$ cat src/rtl/adder_share_ctrl.sv
// Arbitrates two requesters onto one shared combinational adder.
// Operands are registered, held for a settle window, then the sum is returned.
module adder_share_ctrl #(
  parameter int WIDTH         = 64,
  parameter int SETTLE_CYCLES = 4
) (
  input  logic             CLK,
  input  logic             RST,
  input  logic             REQ0_VALID,
  output logic             REQ0_READY,
  input  logic [WIDTH-1:0] REQ0_A,
  input  logic [WIDTH-1:0] REQ0_B,
  input  logic             REQ1_VALID,
  output logic             REQ1_READY,
  input  logic [WIDTH-1:0] REQ1_A,
  input  logic [WIDTH-1:0] REQ1_B,
  output logic [WIDTH-1:0] ADD_A,
  output logic [WIDTH-1:0] ADD_B,
  input  logic [WIDTH-1:0] ADD_SUM,
  output logic             RESP_VALID,
  input  logic             RESP_READY,
  output logic [WIDTH-1:0] RESP_SUM,
  output logic             RESP_ID,
  output logic             BUSY
);

  typedef enum logic [1:0] {
    IDLE,
    SETTLE,
    RESPOND
  } state_t;

  localparam logic [7:0] CNT_INIT = 8'(SETTLE_CYCLES - 1);

  state_t           state_q, state_d;
  logic [7:0]       cnt_q, cnt_d;
  logic             ptr_q, ptr_d;
  logic [WIDTH-1:0] add_a_q, add_a_d;
  logic [WIDTH-1:0] add_b_q, add_b_d;
  logic [WIDTH-1:0] sum_q, sum_d;
  logic             id_q, id_d;
  logic             vld_q, vld_d;

  logic idle;
  logic gnt0;
  logic gnt1;

  // Round-robin grant: on contention the requester opposite the pointer wins.
  always_comb begin
    idle = (state_q == IDLE);
    gnt0 = REQ0_VALID & (~REQ1_VALID | ptr_q);
    gnt1 = REQ1_VALID & (~REQ0_VALID | ~ptr_q);
    REQ0_READY = idle & gnt0;
    REQ1_READY = idle & gnt1;
  end

  // Next-state logic for the accept / settle / respond sequence.
  always_comb begin
    state_d = state_q;
    cnt_d   = cnt_q;
    ptr_d   = ptr_q;
    add_a_d = add_a_q;
    add_b_d = add_b_q;
    sum_d   = sum_q;
    id_d    = id_q;
    vld_d   = vld_q;
    unique case (state_q)
      IDLE: begin
        if (gnt0 | gnt1) begin
          add_a_d = gnt1 ? REQ1_A : REQ0_A;
          add_b_d = gnt1 ? REQ1_B : REQ0_B;
          ptr_d   = gnt1;
          id_d    = gnt1;
          cnt_d   = CNT_INIT;
          state_d = SETTLE;
        end
      end
      SETTLE: begin
        if (cnt_q == 8'd0) begin
          sum_d   = ADD_SUM;
          vld_d   = 1'b1;
          state_d = RESPOND;
        end else begin
          cnt_d = cnt_q - 8'd1;
        end
      end
      RESPOND: begin
        if (RESP_READY) begin
          vld_d   = 1'b0;
          state_d = IDLE;
        end
      end
      default: state_d = IDLE;
    endcase
  end

  // State and datapath registers; pointer resets so requester 0 wins first.
  always_ff @(posedge CLK or posedge RST) begin
    if (RST) begin
      state_q <= IDLE;
      cnt_q   <= 8'd0;
      ptr_q   <= 1'b1;
      add_a_q <= '0;
      add_b_q <= '0;
      sum_q   <= '0;
      id_q    <= 1'b0;
      vld_q   <= 1'b0;
    end else begin
      state_q <= state_d;
      cnt_q   <= cnt_d;
      ptr_q   <= ptr_d;
      add_a_q <= add_a_d;
      add_b_q <= add_b_d;
      sum_q   <= sum_d;
      id_q    <= id_d;
      vld_q   <= vld_d;
    end
  end

  assign ADD_A      = add_a_q;
  assign ADD_B      = add_b_q;
  assign RESP_VALID = vld_q;
  assign RESP_SUM   = sum_q;
  assign RESP_ID    = id_q;
  assign BUSY       = (state_q != IDLE);

endmodule
$ cat config.mk
export PLATFORM = sky130hd
export DESIGN_NAME = adder_share_ctrl
export DESIGN_NICKNAME = d
export VERILOG_FILES = /design/src/rtl/adder_share_ctrl.sv
export SDC_FILE = /design/constraint.sdc
export NUM_CORES = 1
export LEC_CHECK = 0
export CORE_AREA = 2 2 201 203
export DETAILED_ROUTE_END_ITERATION = 8
export DIE_AREA = 0 0 203 205
export GPL_TIMING_DRIVEN = 0
export MAX_ROUTING_LAYER = met4
export PLACE_DENSITY_LB_ADDON = 0.15
export SLEW_MARGIN = 20
export SYNTH_ARGS = -nofsm -noshare
export SYNTH_HDL_FRONTEND = slang
export SYNTH_SLANG_ARGS = --single-unit
$ cat constraint.sdc
create_clock -name CLK -period 6.4 [get_ports CLK]
set_input_delay 0.96 -clock CLK [delete_from_list [all_inputs] [get_ports CLK]]
set_output_delay 0.96 -clock CLK [all_outputs]
set_load 0.005 [all_outputs]
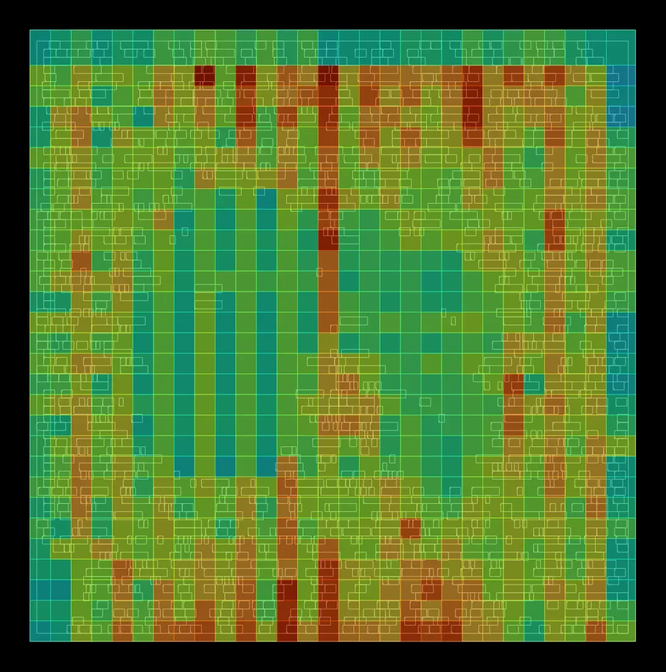
(images/congestion.png)
per-cell routed wire length: 18.3 um
M3 GR Usage: 3.74%
GR peak layer: met2
final core utilization: 40.5%
M1 GR Usage: 18.8%

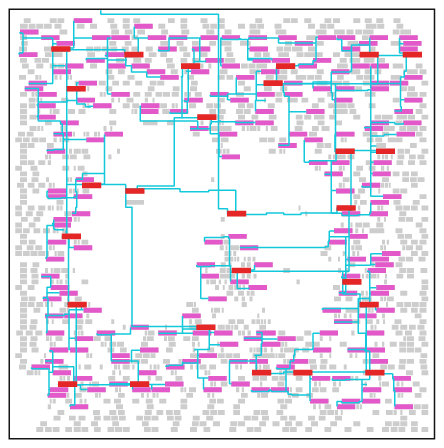
(images/clk_routes.png)
[clock drivers] red | count: 26
[flip-flops] magenta | count: 205
[clock wires] cyan | length: 3340 um
routed clock nets: 27
flops lie: widely spread
P_clk: 1.50 mW
Clk network pwr share: 22.6%
clk_skew: 19.0 ps
Clock Latency Late Sink: 540 ps

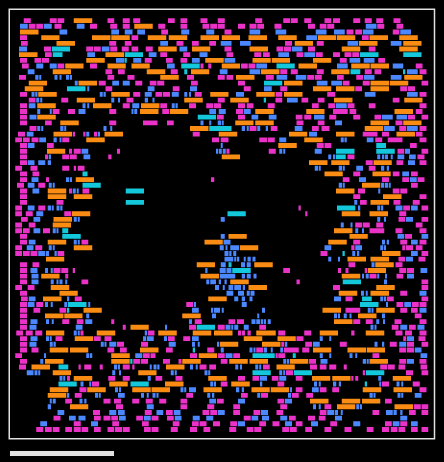
(images/placement_by_type.png)
The bar under the picture is 50 um long.
| class | colour | cells |
|---|---|---|
| flops | orange | 205 |
| clock drivers and dummy loads | cyan | 48 |
| combinational and other logic | blue | 510 |
| other buffers and delay cells | magenta | 577 |

==> results.sh <==
# flow metrics
export IMPL_syn_to_final_growth_pct=76.3
export IMPL_clock_fmax_mhz=265
export IMPL_num_nets_final=1647
export IMPL_dp_hpwl_um=26900
export IMPL_startpoint_type="input port"
export IMPL_final_layout_top_logic_cells="clkdlybuf4s50_1 (521), dfrtp_1 (204), o21ai_0 (134), nand2_1 (133), mux2i_1 (128)"
export IMPL_max_stage_delay_ps=560
export IMPL_cpMostUsedCell="clkdlybuf4s50_1"
export IMPL_ys_top_logic_family="multiplexers"
export IMPL_maxCapViolCount=0
export IMPL_synth_area_per_cell_um2=11.8
export IMPL_postCtsHoldBufs=0
export IMPL_root_buffer="clkbuf_16"
export IMPL_ctsHtreeMaxLevel=1
export IMPL_drive_gt1_share_pct=11.6
export IMPL_crit_chain="clkdlybuf4s50_1, a21boi_1, buf_2, and2_1, clkdlybuf4s50_1"
export IMPL_synth_top_cell_by_area="dfrtp_1"
export IMPL_critPathMaxFanout=10
export IMPL_dpl_cell_count=1817
export IMPL_crit_cells=5
export IMPL_outcome="complete, no violations"
export IMPL_relSlewSlack_pct=61.1
export IMPL_postRouteAntennaNets=0
export IMPL_required_ps=5440
export IMPL_instances_no_fill=1866
export IMPL_setup_viol=0
export IMPL_finalHoldViolations=0
export IMPL_first_global_vias=8158
export IMPL_ys_area_mm2=0.00904
export IMPL_synth_area_mm2=0.00904
export IMPL_grt_max_degree=32
export IMPL_die_area_mm2=0.0416
export IMPL_min_period_over_period_pct=58.9
export IMPL_rows=73
export IMPL_synthAoiAreaFrac_pct=8.44
export IMPL_wirelength_um=34100
export IMPL_io_buffers=521
export IMPL_cp_slowest_cell="clkdlybuf4s50_1"
worst paths after layout:
path                             from      endpoint  slack, ps
max                        REQ1_VALID    REQ1_READY       2630
min                         ADD_B[37]     ADD_B[37]        470
max reg2reg                state_q[1]      cnt_q[5]       4100
min reg2reg                 ADD_B[37]     ADD_B[37]        470
max in group asynchronous         RST     ADD_A[55]       4560
min in group asynchronous         RST  RESP_SUM[15]        850
power groups by stage:
stage	sequential (mW)	clock [mW]	combinational, mW
detailed placement	2.30	0	2.92
global placement	2.28	0	2.90
global route	2.38	1.60	3.13
floorplan	2.32	0	1.05
CTS	2.29	1.55	2.93
finish	2.29	1.50	2.85
worst register-to-register path: stages (launching register included):
cell and delay, ps:
dfrtp_1 470, nor2_2 110, o21ai_1 330, buf_2 400
buf_2 390, buf_2 320, nand4_1 120, nand2_1 80
logic make-up (layout without fill, tap and decap cells):
family / after synthesis / after routing
other: 0 / 1
buffers and inverters: 59 / 635
XOR/XNOR: 1 / 1
flip-flops: 205 / 205
multiplexers: 192 / 192
adder cells (fa/ha/maj): 2 / 2
AND-OR/OR-AND: 148 / 148
AND/OR/NAND/NOR: 157 / 157
area by class of cell:
cell class / count / area (um^2) / share of cell area (%)
Clock buffer: 41 / 788 / 4.95
Tap cell: 525 / 657 / 4.12
Buffer: 49 / 264 / 1.66
Inverter: 10 / 41.3 / 0.259
Clock inverter: 7 / 91.3 / 0.573
Antenna cell: 1 / 2.50 / 0.0157
Multi-Input combinational cell: 500 / 3610 / 22.6
Timing Repair Buffer: 528 / 5360 / 33.6
Sequential cell: 205 / 5130 / 32.2
Yosys cell counts (2+ instances only):
cell,instances
inv_1,9
ha_1,2
clkbuf_1,12
a211o_1,2
mux2i_1,128
mux2_2,26
nand2b_1,2
o21ai_0,134
buf_6,5
mux2_4,38
buf_2,31
dfrtp_1,204
a21oi_1,5
nand4_1,2
nand2_1,133
nor2_1,4
and3_1,2
or3_1,4
sequential cells by signal, summed over array words and instances (netlist names):
name / count
RESP_SUM: 64
cnt_q: 8
RESP_ID: 1
ptr_q: 1
state_q: 2
ADD_A: 64
RESP_VALID: 1
ADD_B: 64
per-layer routing:
metal,up-vias,wire length [um],track usage (%)
met3,36,2180,3.74
met5,-,0,-
met1,3718,13800,18.8
met4,0,669,3.78
met2,259,17400,28.2
li1,3759,-,-
through the flow:
| stage | area, um^2 | worst slack (ps) | total power, mW | hold slack [ps] |
|---|---|---|---|---|
| CTS | 15900 | 2590 | 6.78 | 481 |
| floorplan | 9040 | 2780 | 3.37 | 462 |
| global route | 15900 | 2540 | 7.11 | 503 |
| detailed placement | 15100 | 2610 | 5.22 | 469 |
| global placement | 14900 | 758 | 5.18 | 461 |
| finish | 15900 | 2630 | 6.64 | 474 |
No activity file was given, so power comes from the tool's default toggle rates.
